Run 1, ports around the boundary:
(6 px per µm) Pins as bars across the die edge, other pins in gray.
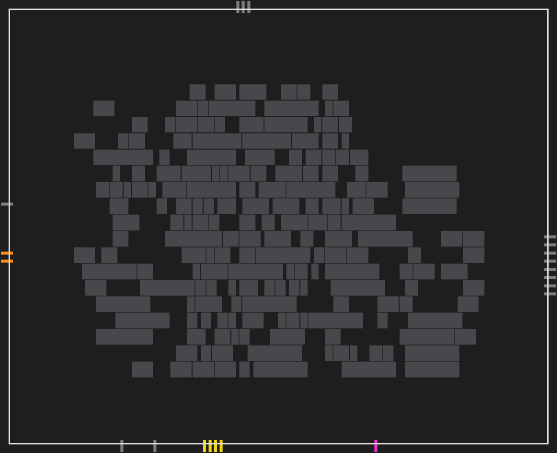
Run 1, wiring heat map:
(4 px per µm) The die is cut into 18 by 14 equal tiles; dark blue is low, red is high, scaled to the fullest tile. Values are wire area over tile area, all layers added.
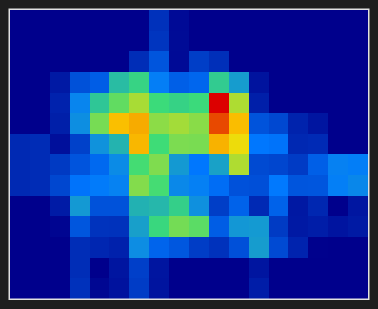
Run 1, metal 3:
(6 px per µm) Cells faint in the background.
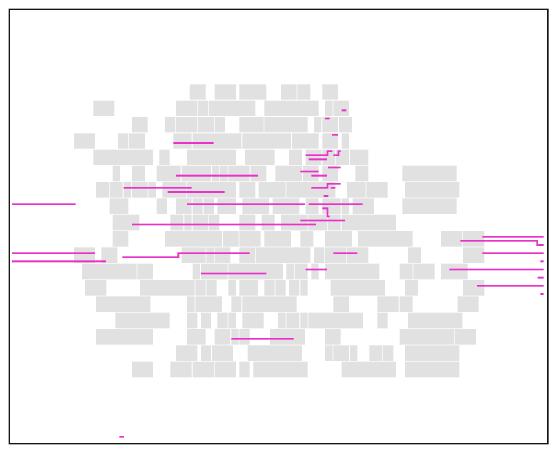
==> src/rtl/cnt_enable_scheduler_pkg.sv <==
// Shared types and constants for the counting-enable scheduler.
// Optional feature macro: CNT_SCHED_STARVE_EN (starvation wait counters).
package cnt_sched_pkg;

   typedef enum logic [1:0] {
      ST_IDLE = 2'd0,
      ST_RUN  = 2'd1,
      ST_GAP  = 2'd2
   } sched_state_e;

   // Wait counter width and saturation point used by the starvation guard
   localparam int unsigned WAIT_W = 8;
   localparam logic [WAIT_W-1:0] STARVE_THRESH = 8'd255;

   // Gap counter width (GAP is limited to 0..3)
   localparam int unsigned GAP_W = 2;

   // Width of an index into n requesters, never narrower than one bit
   function automatic int unsigned id_width(input int unsigned n);
      return (n > 1) ? $clog2(n) : 1;
   endfunction

endpackage

==> src/rtl/cnt_enable_scheduler_if.sv <==
// Request/enable bundle between the control logic and the scheduler.
// Optional feature macro: CNT_SCHED_STARVE_EN adds starve_flag.
interface cnt_enable_scheduler_if
   import cnt_sched_pkg::*;
#(
   parameter int unsigned NREQ = 4,
   parameter int unsigned LW   = 4
) ();

   localparam int unsigned IDW = id_width(NREQ);

   logic [NREQ-1:0] req;
   logic [LW-1:0]   burst_len;
   logic [NREQ-1:0] on;
   logic [IDW-1:0]  grant_id;
   logic            busy;
   logic [NREQ-1:0] done;
`ifdef CNT_SCHED_STARVE_EN
   logic [NREQ-1:0] starve_flag;
`endif

   // Control side: raises requests and observes enables
   modport master (
      output req, burst_len,
`ifdef CNT_SCHED_STARVE_EN
      input  starve_flag,
`endif
      input  on, grant_id, busy, done
   );

   // Scheduler side
   modport slave (
      input  req, burst_len,
`ifdef CNT_SCHED_STARVE_EN
      output starve_flag,
`endif
      output on, grant_id, busy, done
   );

endinterface

==> src/rtl/cnt_enable_scheduler_rr_arbiter.sv <==
// Combinational round-robin pick: first requester strictly after ptr_i.
module rr_arbiter_onehot
   import cnt_sched_pkg::*;
#(
   parameter int unsigned NREQ = 4,
   parameter int unsigned IDW  = id_width(NREQ)
) (
   input  logic [NREQ-1:0] req_i,
   input  logic [IDW-1:0]  ptr_i,
   output logic [NREQ-1:0] sel_oh_c,
   output logic [IDW-1:0]  sel_idx_c,
   output logic            valid_c
);

   // Scan (ptr+1) mod NREQ onwards, wrapping back to ptr itself last
   always_comb begin
      int unsigned pos;
      logic        found;
      sel_oh_c  = '0;
      sel_idx_c = '0;
      found     = 1'b0;
      pos       = 0;
      for (int unsigned k = 1; k <= NREQ; k++) begin
         pos = (32'(ptr_i) + k) % NREQ;
         if (!found && req_i[pos[IDW-1:0]]) begin
            found                     = 1'b1;
            sel_idx_c                 = pos[IDW-1:0];
            sel_oh_c[pos[IDW-1:0]]    = 1'b1;
         end
      end
      valid_c = found;
   end

endmodule

==> src/rtl/cnt_enable_scheduler.sv <==
// Round-robin scheduler granting one counter slice its enable at a time.
// Optional feature macro: CNT_SCHED_STARVE_EN (per-slice wait counters that
// preempt round-robin once saturated, plus starve_flag output).
module cnt_enable_scheduler
   import cnt_sched_pkg::*;
#(
   parameter int unsigned NREQ = 4,
   parameter int unsigned LW   = 4,
   parameter int unsigned GAP  = 1
) (
   input  logic                   clk,
   input  logic                   rst_n,
   cnt_enable_scheduler_if.slave  bus
);

   localparam int unsigned IDW = id_width(NREQ);

   sched_state_e    state_q, state_d;
   logic [LW-1:0]   cnt_q, cnt_d;
   logic [GAP_W-1:0] gap_q, gap_d;
   logic [IDW-1:0]  ptr_q, ptr_d;
   logic [NREQ-1:0] on_q, on_d;
   logic [IDW-1:0]  gid_q, gid_d;
   logic [NREQ-1:0] done_q, done_d;
   logic            busy_q, busy_d;

   logic [NREQ-1:0] rr_oh_c;
   logic [IDW-1:0]  rr_idx_c;
   logic            rr_valid_c;
   logic [NREQ-1:0] sel_oh_c;
   logic [IDW-1:0]  sel_idx_c;
   logic            sel_valid_c;

   rr_arbiter_onehot #(
      .NREQ (NREQ),
      .IDW  (IDW)
   ) u_arb (
      .req_i     (bus.req),
      .ptr_i     (ptr_q),
      .sel_oh_c  (rr_oh_c),
      .sel_idx_c (rr_idx_c),
      .valid_c   (rr_valid_c)
   );

`ifdef CNT_SCHED_STARVE_EN
   logic [WAIT_W-1:0] wait_q [NREQ];
   logic [WAIT_W-1:0] wait_d [NREQ];
   logic [NREQ-1:0]   starved_c;
   logic [NREQ-1:0]   flag_q, flag_d;

   // Requesters whose wait counter has saturated
   always_comb begin
      starved_c = '0;
      for (int unsigned k = 0; k < NREQ; k++) begin
         starved_c[k] = bus.req[k] && (wait_q[k] == STARVE_THRESH);
      end
   end

   // Starved slices override round-robin, lowest index first
   always_comb begin
      sel_oh_c    = rr_oh_c;
      sel_idx_c   = rr_idx_c;
      sel_valid_c = rr_valid_c;
      if (|starved_c) begin
         sel_oh_c    = '0;
         sel_valid_c = 1'b1;
         for (int k = int'(NREQ) - 1; k >= 0; k--) begin
            if (starved_c[k]) begin
               sel_idx_c = IDW'(k);
            end
         end
         sel_oh_c[sel_idx_c] = 1'b1;
      end
   end

   // Saturating wait counters; cleared on the grant of their slice
   always_comb begin
      for (int unsigned k = 0; k < NREQ; k++) begin
         wait_d[k] = wait_q[k];
         if ((state_q == ST_IDLE) && sel_valid_c && sel_oh_c[k]) begin
            wait_d[k] = '0;
         end else if (bus.req[k] && !on_q[k] && (wait_q[k] != STARVE_THRESH)) begin
            wait_d[k] = wait_q[k] + WAIT_W'(1);
         end
         flag_d[k] = (wait_d[k] == STARVE_THRESH);
      end
   end

   // Wait counter and flag registers
   always_ff @(posedge clk or negedge rst_n) begin
      if (!rst_n) begin
         for (int unsigned k = 0; k < NREQ; k++) begin
            wait_q[k] <= '0;
         end
         flag_q <= '0;
      end else begin
         for (int unsigned k = 0; k < NREQ; k++) begin
            wait_q[k] <= wait_d[k];
         end
         flag_q <= flag_d;
      end
   end

   assign bus.starve_flag = flag_q;
`else
   // Pure round-robin selection
   always_comb begin
      sel_oh_c    = rr_oh_c;
      sel_idx_c   = rr_idx_c;
      sel_valid_c = rr_valid_c;
   end
`endif

   // Next-state and output decode for IDLE -> RUN -> (GAP) -> IDLE
   always_comb begin
      state_d = state_q;
      cnt_d   = cnt_q;
      gap_d   = gap_q;
      ptr_d   = ptr_q;
      on_d    = on_q;
      gid_d   = gid_q;
      done_d  = '0;
      case (state_q)
         ST_IDLE: begin
            if (sel_valid_c) begin
               on_d    = sel_oh_c;
               gid_d   = sel_idx_c;
               ptr_d   = sel_idx_c;
               // A zero length grant is stretched to one cycle
               cnt_d   = (bus.burst_len == '0) ? LW'(1) : bus.burst_len;
               state_d = ST_RUN;
            end
         end
         ST_RUN: begin
            if (cnt_q <= LW'(1)) begin
               on_d   = '0;
               done_d = on_q;
               cnt_d  = '0;
               if (GAP > 0) begin
                  gap_d   = GAP_W'(GAP);
                  state_d = ST_GAP;
               end else begin
                  state_d = ST_IDLE;
               end
            end else begin
               cnt_d = cnt_q - LW'(1);
            end
         end
         ST_GAP: begin
            if (gap_q <= GAP_W'(1)) begin
               gap_d   = '0;
               state_d = ST_IDLE;
            end else begin
               gap_d = gap_q - GAP_W'(1);
            end
         end
         default: begin
            on_d    = '0;
            state_d = ST_IDLE;
         end
      endcase
      busy_d = (state_d != ST_IDLE);
   end

   // State and registered outputs; reset gives slice 0 first priority
   always_ff @(posedge clk or negedge rst_n) begin
      if (!rst_n) begin
         state_q <= ST_IDLE;
         cnt_q   <= '0;
         gap_q   <= '0;
         ptr_q   <= IDW'(NREQ - 1);
         on_q    <= '0;
         gid_q   <= '0;
         done_q  <= '0;
         busy_q  <= 1'b0;
      end else begin
         state_q <= state_d;
         cnt_q   <= cnt_d;
         gap_q   <= gap_d;
         ptr_q   <= ptr_d;
         on_q    <= on_d;
         gid_q   <= gid_d;
         done_q  <= done_d;
         busy_q  <= busy_d;
      end
   end

   assign bus.on       = on_q;
   assign bus.grant_id = gid_q;
   assign bus.done     = done_q;
   assign bus.busy     = busy_q;

endmodule
==> src/flat_wrapper.sv <==
// flat-port wrapper written by rule: the top's interface ports become plain ports
module cnt_enable_scheduler_flat import cnt_sched_pkg::*;
#(
   parameter int unsigned NREQ = 4,
   parameter int unsigned LW   = 4,
   parameter int unsigned GAP  = 1
)
  (clk, rst_n, bus_req, bus_burst_len, bus_on, bus_grant_id, bus_busy, bus_done);
  cnt_enable_scheduler_if #(.NREQ(NREQ), .LW(LW)) bus_i ();
  input  logic clk;
  input  logic rst_n;
  input wire logic [$bits(bus_i.req)-1:0] bus_req;
  input wire logic [$bits(bus_i.burst_len)-1:0] bus_burst_len;
  output wire logic [$bits(bus_i.on)-1:0] bus_on;
  output wire logic [$bits(bus_i.grant_id)-1:0] bus_grant_id;
  output wire logic [$bits(bus_i.busy)-1:0] bus_busy;
  output wire logic [$bits(bus_i.done)-1:0] bus_done;
  assign bus_i.req = bus_req;
  assign bus_i.burst_len = bus_burst_len;
  assign bus_on = bus_i.on;
  assign bus_grant_id = bus_i.grant_id;
  assign bus_busy = bus_i.busy;
  assign bus_done = bus_i.done;
  cnt_enable_scheduler #(.NREQ(NREQ), .LW(LW), .GAP(GAP)) u_core (.clk(clk), .rst_n(rst_n), .bus(bus_i));
endmodule
==> config.mk <==
export PLATFORM = sky130hd
export DESIGN_NAME = cnt_enable_scheduler_flat
export DESIGN_NICKNAME = d
export VERILOG_FILES = /design/src/rtl/cnt_enable_scheduler_pkg.sv /design/src/rtl/cnt_enable_scheduler_if.sv /design/src/rtl/cnt_enable_scheduler_rr_arbiter.sv /design/src/rtl/cnt_enable_scheduler.sv /design/src/flat_wrapper.sv
export SDC_FILE = /design/constraint.sdc
export NUM_CORES = 1
export LEC_CHECK = 0
export CAP_MARGIN = 20
export CORE_ASPECT_RATIO = 0.75
export CORE_MARGIN = 10
export CORE_UTILIZATION = 40
export CTS_BUF_LIST = sky130_fd_sc_hd__clkbuf_16
export DETAILED_ROUTE_END_ITERATION = 10
export GPL_TIMING_DRIVEN = 0
export PLACE_DENSITY = 0.76
export SLEW_MARGIN = 20
export SYNTH_ARGS = -nofsm -noshare
export SYNTH_HDL_FRONTEND = slang
export SYNTH_SLANG_ARGS = --single-unit
==> constraint.sdc <==
create_clock -name clk -period 2.2 [get_ports clk]
set_clock_uncertainty 0.05 [all_clocks]
set_input_delay 0.33 -clock clk [delete_from_list [all_inputs] [get_ports clk]]
set_output_delay 0.33 -clock clk [all_outputs]
set_load 0.1 [all_outputs]
==> changes_impl.md, run 1 <==
### Physical design

* Violated checks: setup timing
* Post-DRT Antenna Nets at 0
* Hold path startpoint: u_core.bus.grant_id[1]$_DFFE_PN0P_
* Clk ins delay skew pair at 0.25 ns
* CTS tree: yes
* H-tree Lvls at 1
* Distinct cells, synth at 40
* CP peak stage delay at 0.57 ns
* Rows at 18
* Ys cells at 151
* Core Density at Floorplan at 42.93%
* Post-synth area from yosys stat at 1450 µm²
* Port Buffers at 20
* Placer Congestion at 0.9124
* Area Overhead vs Synth at 39.17%
* Crit path max fanout at 6
* Clock transition at the registers of the reported paths at 0.06 ns
* Setup violations, final at 3
* Max-capacitance violation count at 0
* Register share after synthesis at 36.41%
* Arrival time at the worst endpoint at 2.30 ns
* Cycle use final at 100.6%
* DRC viols at 0
* Fmax at 0.4517 GHz
* Width of the die at 89.53 µm
* Crit-path most repeated cell: mux2i_4
* Clock Path Buffers at 2
* CP Launch Type: flop
* Worst vdd rail ir drop at 1.016 mV
* PwrDens at 1698 nW/µm²
* WS Path Type: flop to flop
* Detailed placement HPWL at 2695 µm
* Final WS setup at -0.01383 ns
* Min cycle time layout at 2.214 ns
* Registers, synthesis at 21
* Status: finished, violations left
* Rel. slew slack at 34.25%
* Worst Tran Pin Value at 0.9832 ns
* Vias per cell at 6.075
* Most common cell in the synthesized netlist: dfrtp_1
* Critical R2R Capture: u_core.bus.on[0]$_DFFE_PN0P_
* Number of enable flip-flop cells at 0
* Die Ht at 72.15 µm
Notes on 'ports around the boundary' above:
| color | port | pins | direction | edge |
|---|---|---|---|---|
| yellow | bus_burst_len | 4 | input | south |
| magenta | bus_busy | 1 | output | south |
| orange | bus_grant_id | 2 | output | west |

Notes on 'wiring heat map' above:
tiles over half the peak: 9.9%
emptiest ninth of the die: north-east
mean over tiles: 0.10
nearly empty tiles: 41%
densest ninth of the die: center
fullest tile: 0.64
Global Route Usage Sum: 11.73%
via count: 1373
final wirelength: 3999 µm
average routed wire per standard cell: 17.69 µm

Notes on 'metal 3' above:
nets with wire on the layer: 34
main direction: horizontal
wire length on this layer: 281 µm
share of all routed wire: 7.0%
longest straight run: 30.4 µm

run 1: layer usage:
| layer | vias to the layer above | global-route usage [%] | part of all wire (%) |
|---|---|---|---|
| met3 | 8 | 2.455 | 7.0 |
| met5 | - | 0 | 0 |
| li1 | 637 | - | - |
| met4 | 0 | 3.521 | 1.8 |
| met2 | 61 | 19.87 | 48 |
| met1 | 667 | 14.51 | 43 |
run 1: worst max-delay path, delay by kind of cell, from the launching register on:
family / cells / cell delay (ns)
compound gates: 3 / 0.57
fa+ha+maj: 1 / 0.34
buf+inv: 1 / 0.09
flops: 1 / 0.57
mux: 2 / 0.47
run 1: cell families (layout without fill, tap and decap cells):
| family | count (synthesis) | after routing | synth area share (%) |
|---|---|---|---|
| flip-flops | 21 | 21 | 36.41 |
| AND-OR/OR-AND | 49 | 49 | 26.49 |
| multiplexers | 10 | 11 | 7.075 |
| AND/OR/NAND/NOR | 44 | 44 | 16.31 |
| adder cells (fa/ha/maj) | 10 | 10 | 8.628 |
| buffers and inverters | 17 | 51 | 5.091 |
run 1: metrics by stage:
step	setup WS [ns]	utilization (%)	area [µm²]	hold slack [ns]	instances
after floorplan	0.01126	-	1488	-0.01559	151
after global placement	-0.3307	51.44	1738	0.4148	211
after detailed placement	-0.3726	51.44	1738	0.4156	211
after CTS	0.02790	56.41	1906	0.4380	219
after global routing	-0.07768	59.74	2018	0.4683	226
final	-0.01383	59.74	2018	0.4300	226
run 1: placed cells by master, fill, tap and decap left out, drive strengths merged, types with 7 or more instances in the layout:
cell / Yosys / final
nor2: 9 / 9
clkbuf: 5 / 7
dfrtp: 19 / 19
nand2: 10 / 10
ha: 10 / 10
mux2i: 8 / 9
o21ai: 8 / 8
buf: 5 / 16
clkdlybuf4s50: 0 / 18
run 1: how the worst max path moves through the flow:
| stage | end | cells after the start |
|---|---|---|
| after floorplan | u_core.bus.on[1]$_DFFE_PN0P_ | 9 |
| after global placement | u_core.cnt_q[0]$_DFFE_PN0P_ | 8 |
| after detailed placement | u_core.cnt_q[0]$_DFFE_PN0P_ | 8 |
| after CTS | bus_on[1] | 1 |
| after global routing | u_core.bus.on[1]$_DFFE_PN0P_ | 8 |
| final | u_core.bus.on[0]$_DFFE_PN0P_ | 7 |
run 1: report_power, final:
| part | internal [µW] | leakage (µW) | switching [µW] | total, µW |
|---|---|---|---|---|
| Combinational | 965 | 0.000555 | 1410 | 2370 |
| Sequential | 548 | 0.000261 | 131 | 679 |
| Clock | 244 | 0.0000409 | 133 | 376 |
run 1: final cells by class:
| class | instances | area (µm²) | area share [%] |
|---|---|---|---|
| sequential | 21 | 528.0 | 26.16 |
| clock buffer | 3 | 75.07 | 3.720 |
| tap | 40 | 50.05 | 2.480 |
| multi-input combinational | 114 | 974.7 | 48.30 |
| buffer | 8 | 43.79 | 2.170 |
| clock inverter | 1 | 5.005 | 0.2480 |
| inverter | 7 | 33.78 | 1.674 |
| timing repair buffer | 32 | 307.8 | 15.25 |
run 1: repair_timing:
action	CTS	global route
cloned	1	0
pin swaps	1	7
hold buffers	0	0
setup buffers	5	7
gates resized	9	18
setup endpoints to repair	9	10
Run 1, met2 routing:
(6 px per µm) Cells faint in the background.
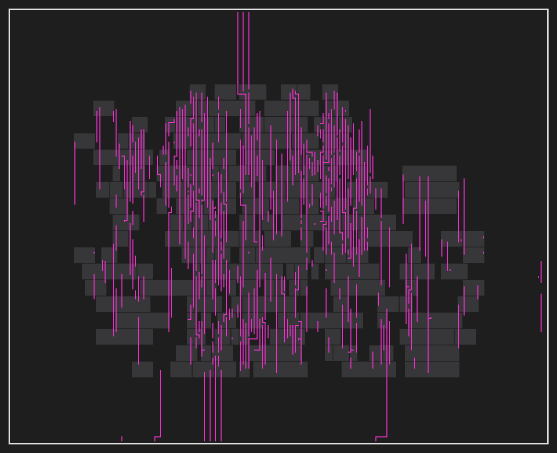

## Run 2: what changed since run 1
--- a/config.mk
+++ b/config.mk
@@ -12,8 +12,10 @@
 export CTS_BUF_LIST = sky130_fd_sc_hd__clkbuf_16
 export DETAILED_ROUTE_END_ITERATION = 10
 export GPL_TIMING_DRIVEN = 0
-export PLACE_DENSITY = 0.76
+export PLACE_DENSITY_LB_ADDON = 0.25
+export SKIP_CTS_REPAIR_TIMING = 1
 export SLEW_MARGIN = 20
 export SYNTH_ARGS = -nofsm -noshare
 export SYNTH_HDL_FRONTEND = slang
+export SYNTH_HIERARCHICAL = 1
 export SYNTH_SLANG_ARGS = --single-unit
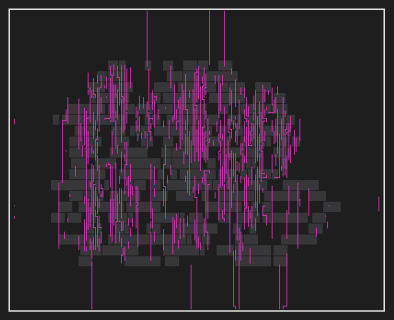
Run 2: met2 routing
(4 px per µm) Cells faint in the background.
share of all routed wire: 45%
longest straight run: 32.3 µm
wire length on this layer: 1940 µm
nets with wire on the layer: 202
met2 Use GR: 18.18%
via count: 1534
final wirelength: 4262 µm

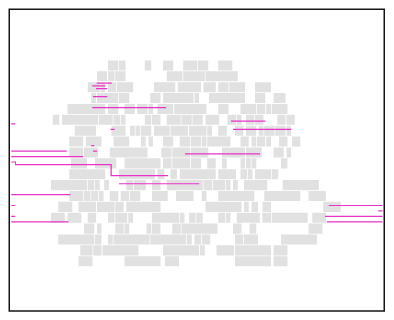
Run 2: metal 3
(4 px per µm) Cells faint in the background.
main direction: horizontal
share of all routed wire: 5.6%
met3 Usage GRT: 3.873%

==> changes_impl.md, run 2 <==
### Physical design

* Placer Congestion at 0.8901 (-2.4%)
* Register area at 528.0 µm² (unchanged)
* H-tree Lvls at 1 (unchanged)
* Comb pwr share at 71.9% (+2.7 points)
* Max-capacitance violation count at 0 (unchanged)
* Placed cell areas at 1899 µm² (+9.3%)
* Cycle use final at 111.0% (+10 points)
* Fmax at 0.4096 GHz (-9.3%)
* Comb. cell area at 1032 µm² (+5.9%)
* Delay-heaviest family, CP: flip-flops
* Buf+Inv Stages, Crit Path at 5 (+4)
* CP Launch Type: flop
* Detailed placement HPWL at 3059 µm (+13%)
* Rel. slew slack at 34.52% (+0.27 points)
* Clock Path Buffers at 2 (unchanged)
* Min cycle time layout at 2.442 ns (+0.2277 ns)
* Violated checks: setup timing
* CTS tree: yes
* Clock transition at the registers of the reported paths at 0.05 ns (about the same)
* Width of the die at 93.41 µm (+4.3%)
* PwrDens at 1678 nW/µm² (-1.1%)
* CP peak stage delay at 0.55 ns (-0.02 ns)
* Final core occ at 57.83% (-1.9 points)
* Number of enable flip-flop cells at 0 (unchanged)
* Part of the power in registers at 18.0% (-1.8 points)
* Crit path max fanout at 8 (+2)
* Core Density at Floorplan at 42.77% (-0.16 points)
* Clk ins delay skew pair at 0.25 ns (about the same)
* Net switching power at 1750 µW (+4.8%)
* Status: finished, violations left
* Hold path startpoint: u_core/bus.grant_id[0]$_DFFE_PN0P_
* Critical R2R Capture: u_core/bus.on[2]$_DFFE_PN0P_
* Register share after synthesis at 32.66% (-3.7 points)
* Die Ht at 75.06 µm (+4.0%)
* Registers, synthesis at 21 (unchanged)
* Post-synth area from yosys stat at 1617 µm² (+11%)
* Clock power frac at 10.1% (-0.9 points)
* Worst vdd rail ir drop at 1.128 mV (+11%)
* Area Overhead vs Synth at 35.22%
* Setup violations, final at 8 (+5)
* Rows at 19 (+1)
* Ys cells at 176 (+17%)
* Switch share at 47.71% (-1.0 points)
* Final WS setup at -0.2416 ns (-0.2277 ns)
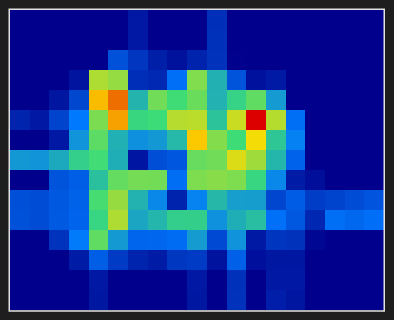
Run 2: wiring heat map
(4 px per µm) The die is cut into 19 by 15 equal tiles; dark blue is low, red is high, scaled to the fullest tile. Values are wire area over tile area, all layers added.
mean over tiles: 0.096
tiles over half the peak: 13%
densest ninth of the die: center
Global Route Usage Sum: 11.53%
average routed wire per standard cell: 16.08 µm

[run 2: how the worst max path moves through the flow]
| stage | depth (start not counted) | slack (ns) | endpoint | startpoint |
|---|---|---|---|---|
| floorplan | 11 | -0.17 | u_core/bus.on[2]$_DFFE_PN0P_ | u_core/ptr_q[0]$_DFFE_PN1P_ |
| global placement | 11 | -0.40 | u_core/bus.on[0]$_DFFE_PN0P_ | u_core/ptr_q[0]$_DFFE_PN1P_ |
| detailed placement | 11 | -0.52 | u_core/bus.on[1]$_DFFE_PN0P_ | u_core/ptr_q[0]$_DFFE_PN1P_ |
| CTS | 11 | -0.56 | u_core/bus.on[1]$_DFFE_PN0P_ | u_core/ptr_q[0]$_DFFE_PN1P_ |
| global route | 11 | -0.31 | u_core/bus.on[2]$_DFFE_PN0P_ | u_core/ptr_q[0]$_DFFE_PN1P_ |
| finish | 11 | -0.24 | u_core/bus.on[2]$_DFFE_PN0P_ | u_core/ptr_q[0]$_DFFE_PN1P_ |
[run 2: cell families (layout without fill, tap and decap cells)]
group	after synthesis	count (layout)	share of synthesized area [%]
compound gates	48	48	22.76
fa+ha+maj	10	10	7.740
buf+inv	30	67	8.746
flops	21	21	32.66
mux	10	10	8.127
simple gates	57	57	19.97
[run 2: layout make-up]
class	count	share of cell area, %
inverter	19	3.950
sequential	21	24.16
timing repair buffer	33	13.91
clock inverter	1	0.1717
tap	52	2.977
multi-input combinational	125	47.22
clock buffer	3	3.434
buffer	11	4.179
[run 2: per-stage QoR]
stage	std cells	hold slack, ns	setup slack [ns]
after floorplan	176	-0.01559	-0.1707
after global placement	246	0.4452	-0.4041
after detailed placement	246	0.4497	-0.5213
after CTS	250	0.4676	-0.5552
after global routing	265	0.4848	-0.3109
final	265	0.4662	-0.2416
[run 2: metal layers]
layer / GRT usage [%] / part of all wire, % / vias to the layer above
met2: 18.18 / 45 / 30
met1: 15.38 / 48 / 780
met4: 1.365 / 0.99 / 0
met5: 0 / 0 / -
met3: 3.873 / 5.6 / 7
li1: - / - / 717
[run 2: power groups by stage]
stage,logic (µW),registers (µW),clock network [µW]
after floorplan,1340,983,0
after global placement,2040,670,0
after detailed placement,2110,678,0
after CTS,2120,672,384
after global routing,2830,674,405
final,2640,660,370
Run 2, ports around the boundary:
(4 px per µm) Pins as bars across the die edge, other pins in gray.
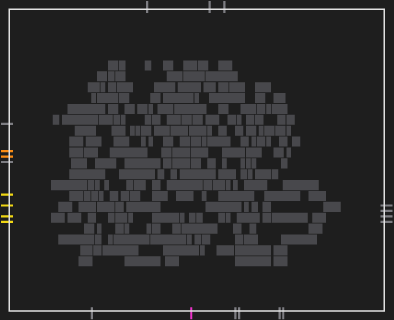

## Run 3: what changed since run 2
--- a/config.mk
+++ b/config.mk
@@ -6,9 +6,11 @@
 export NUM_CORES = 1
 export LEC_CHECK = 0
 export CAP_MARGIN = 20
+export CELL_PAD_IN_SITES_DETAIL_PLACEMENT = 1
+export CELL_PAD_IN_SITES_GLOBAL_PLACEMENT = 1
 export CORE_ASPECT_RATIO = 0.75
 export CORE_MARGIN = 10
-export CORE_UTILIZATION = 40
+export CORE_UTILIZATION = 38
 export CTS_BUF_LIST = sky130_fd_sc_hd__clkbuf_16
 export DETAILED_ROUTE_END_ITERATION = 10
 export GPL_TIMING_DRIVEN = 0
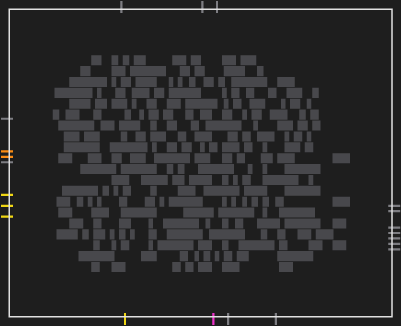
Run 3: ports around the boundary
(4 px per µm) Pins as bars across the die edge, other pins in gray.
| color | port | pins | direction | edge |
|---|---|---|---|---|
| orange | bus_grant_id | 2 | output | west |
| magenta | bus_busy | 1 | output | south |
| yellow | bus_burst_len | 4 | input | 3 west, 1 south |
all pins by edge: 7 west, 7 east, 4 south, 3 north

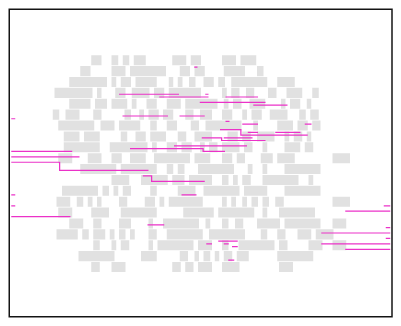
Run 3: metal 3
(4 px per µm) Cells faint in the background.
wire length on this layer: 355 µm
share of all routed wire: 6.2%
nets with wire on the layer: 36

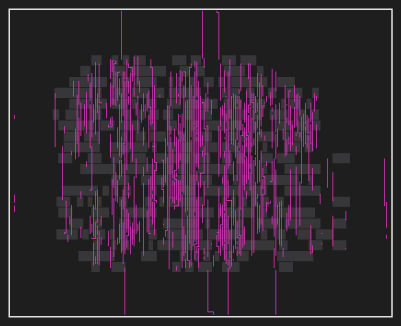
Run 3: met2 routing
(4 px per µm) Cells faint in the background.
nets with wire on the layer: 213
longest straight run: 43.9 µm
via count: 1602
final wirelength: 5685 µm
met2 Use GR: 19.12%

==> changes_impl.md, run 3 <==
### Physical design

* Status: finished, violations left
* Violated checks: setup timing
* Switch share at 49.17% (+1.5 points)
* Comb. cell area at 1051 µm² (+1.8%)
* PwrDens at 1770 nW/µm² (+5.5%)
* Register area at 528.0 µm² (unchanged)
* CTS tree: yes
* H-tree Lvls at 1 (unchanged)
* Cycle use final at 118.0% (+7.0 points)
* Fin Hold WS at 0.4666 ns (+0.0003330 ns)
* Detailed placement HPWL at 3417 µm (+12%)
* Clk ins delay skew pair at 0.25 ns (about the same)
* CTS root buffer: clkbuf_16
* Setup violations, final at 6 (-2)
* Net switching power at 1932 µW (+10%)
* Registers, synthesis at 21 (unchanged)
* Cell-by-cell trace of the critical path: buf_6, buf_8, buf_4, mux2i_1, nand2_1, o311ai_1, or3_1, inv_2, o311ai_2
* Min cycle time layout at 2.596 ns (+0.1545 ns)
* Worst vdd rail ir drop at 0.9025 mV (-20%)
* Crit path max fanout at 6 (-2)
* Average routed wire per standard cell at 21.29 µm (+32%)
* Register share after synthesis at 32.66% (unchanged)
* Clock Path Buffers at 2 (unchanged)
* Final WS setup at -0.3961 ns (-0.1545 ns)
* Worst Tran Pin Value at 0.9902 ns
* Placer Congestion at 0.8539 (-4.1%)
* Core Density at Floorplan at 39.63% (-3.1 points)
* Die Ht at 76.49 µm (+1.9%)
* Global Route Usage Sum at 12.48% (+0.95 points)
* Clock transition at the registers of the reported paths at 0.06 ns (about the same)
* Ys cells at 176 (unchanged)
* Number of enable flip-flop cells at 0 (unchanged)
* CP Launch Type: flop
* Part of the power in registers at 17.0% (-1.0 points)
* CP Data Required Time at 2.30 ns
* Max-capacitance violation count at 0 (unchanged)
* Fmax at 0.3852 GHz (-6.0%)
* Area Overhead vs Synth at 37.31%
* Buf+Inv Stages, Crit Path at 4 (-1)
* Rel. slew slack at 33.78% (-0.74 points)
* Post-synth area from yosys stat at 1617 µm² (unchanged)
* CP peak stage delay at 0.55 ns (about the same)
* Clock power frac at 9.9% (-0.2 points)
-- run 3: cell counts after synthesis --
Identical to the previous run, type by type.
-- run 3: layer usage --
layer,wire (µm),GRT usage (%)
met5,0,0
met4,155,3.582
met3,354,3.248
met2,2818,19.12
met1,2356,16.57
-- run 3: cells by family after synthesis --
family / after synthesis / synth area share, %
buffers and inverters: 30 / 8.746
adders and majority gates: 10 / 7.740
AOI/OAI and AO/OA: 48 / 22.76
and+or+nand+nor: 57 / 19.97
DFF: 21 / 32.66
muxes: 10 / 8.127
-- run 3: cell type report --
type,count,share of cell area (%)
Tap cell,55,3.100
Multi-Input combinational cell,125,47.35
Sequential cell,21,23.79
Clock buffer,3,3.382
Timing Repair Buffer,32,14.26
Inverter,19,3.664
Clock inverter,1,0.2255
Buffer,11,4.228
-- run 3: per-stage QoR --
stage / cells / util [%] / area, µm² / power (µW)
after floorplan: 176 / - / 1654 / 2319
after global placement: 249 / 46.66 / 1903 / 2727
after detailed placement: 249 / 46.66 / 1903 / 2834
after CTS: 253 / 48.62 / 1983 / 3233
after global routing: 267 / 54.42 / 2220 / 4172
final: 267 / 54.42 / 2220 / 3929
-- run 3: path summary, 6_finish.rpt --
check	to	from	cells after the start
min reg2reg	u_core/bus.grant_id[1]$_DFFE_PN0P_	u_core/bus.grant_id[1]$_DFFE_PN0P_	1
max in group asynchronous	u_core/state_q[0]$_DFF_PN0_	rst_n	1
max	u_core/bus.on[2]$_DFFE_PN0P_	u_core/ptr_q[0]$_DFFE_PN1P_	9
max reg2reg	u_core/bus.on[2]$_DFFE_PN0P_	u_core/ptr_q[0]$_DFFE_PN1P_	9
min in group asynchronous	u_core/bus.done[0]$_DFF_PN0_	rst_n	1
min	u_core/bus.grant_id[1]$_DFFE_PN0P_	u_core/bus.grant_id[1]$_DFFE_PN0P_	1
-- run 3: power by group through the flow --
| stage | combinational, µW | sequential [µW] | clock (µW) |
|---|---|---|---|
| finish | 2870 | 667 | 388 |
| global route | 3070 | 688 | 412 |
| CTS | 2150 | 688 | 395 |
| detailed placement | 2140 | 694 | 0 |
| global placement | 2050 | 680 | 0 |
| floorplan | 1340 | 983 | 0 |
Power figures rest on the tool's default switching activity, not on a simulated workload.
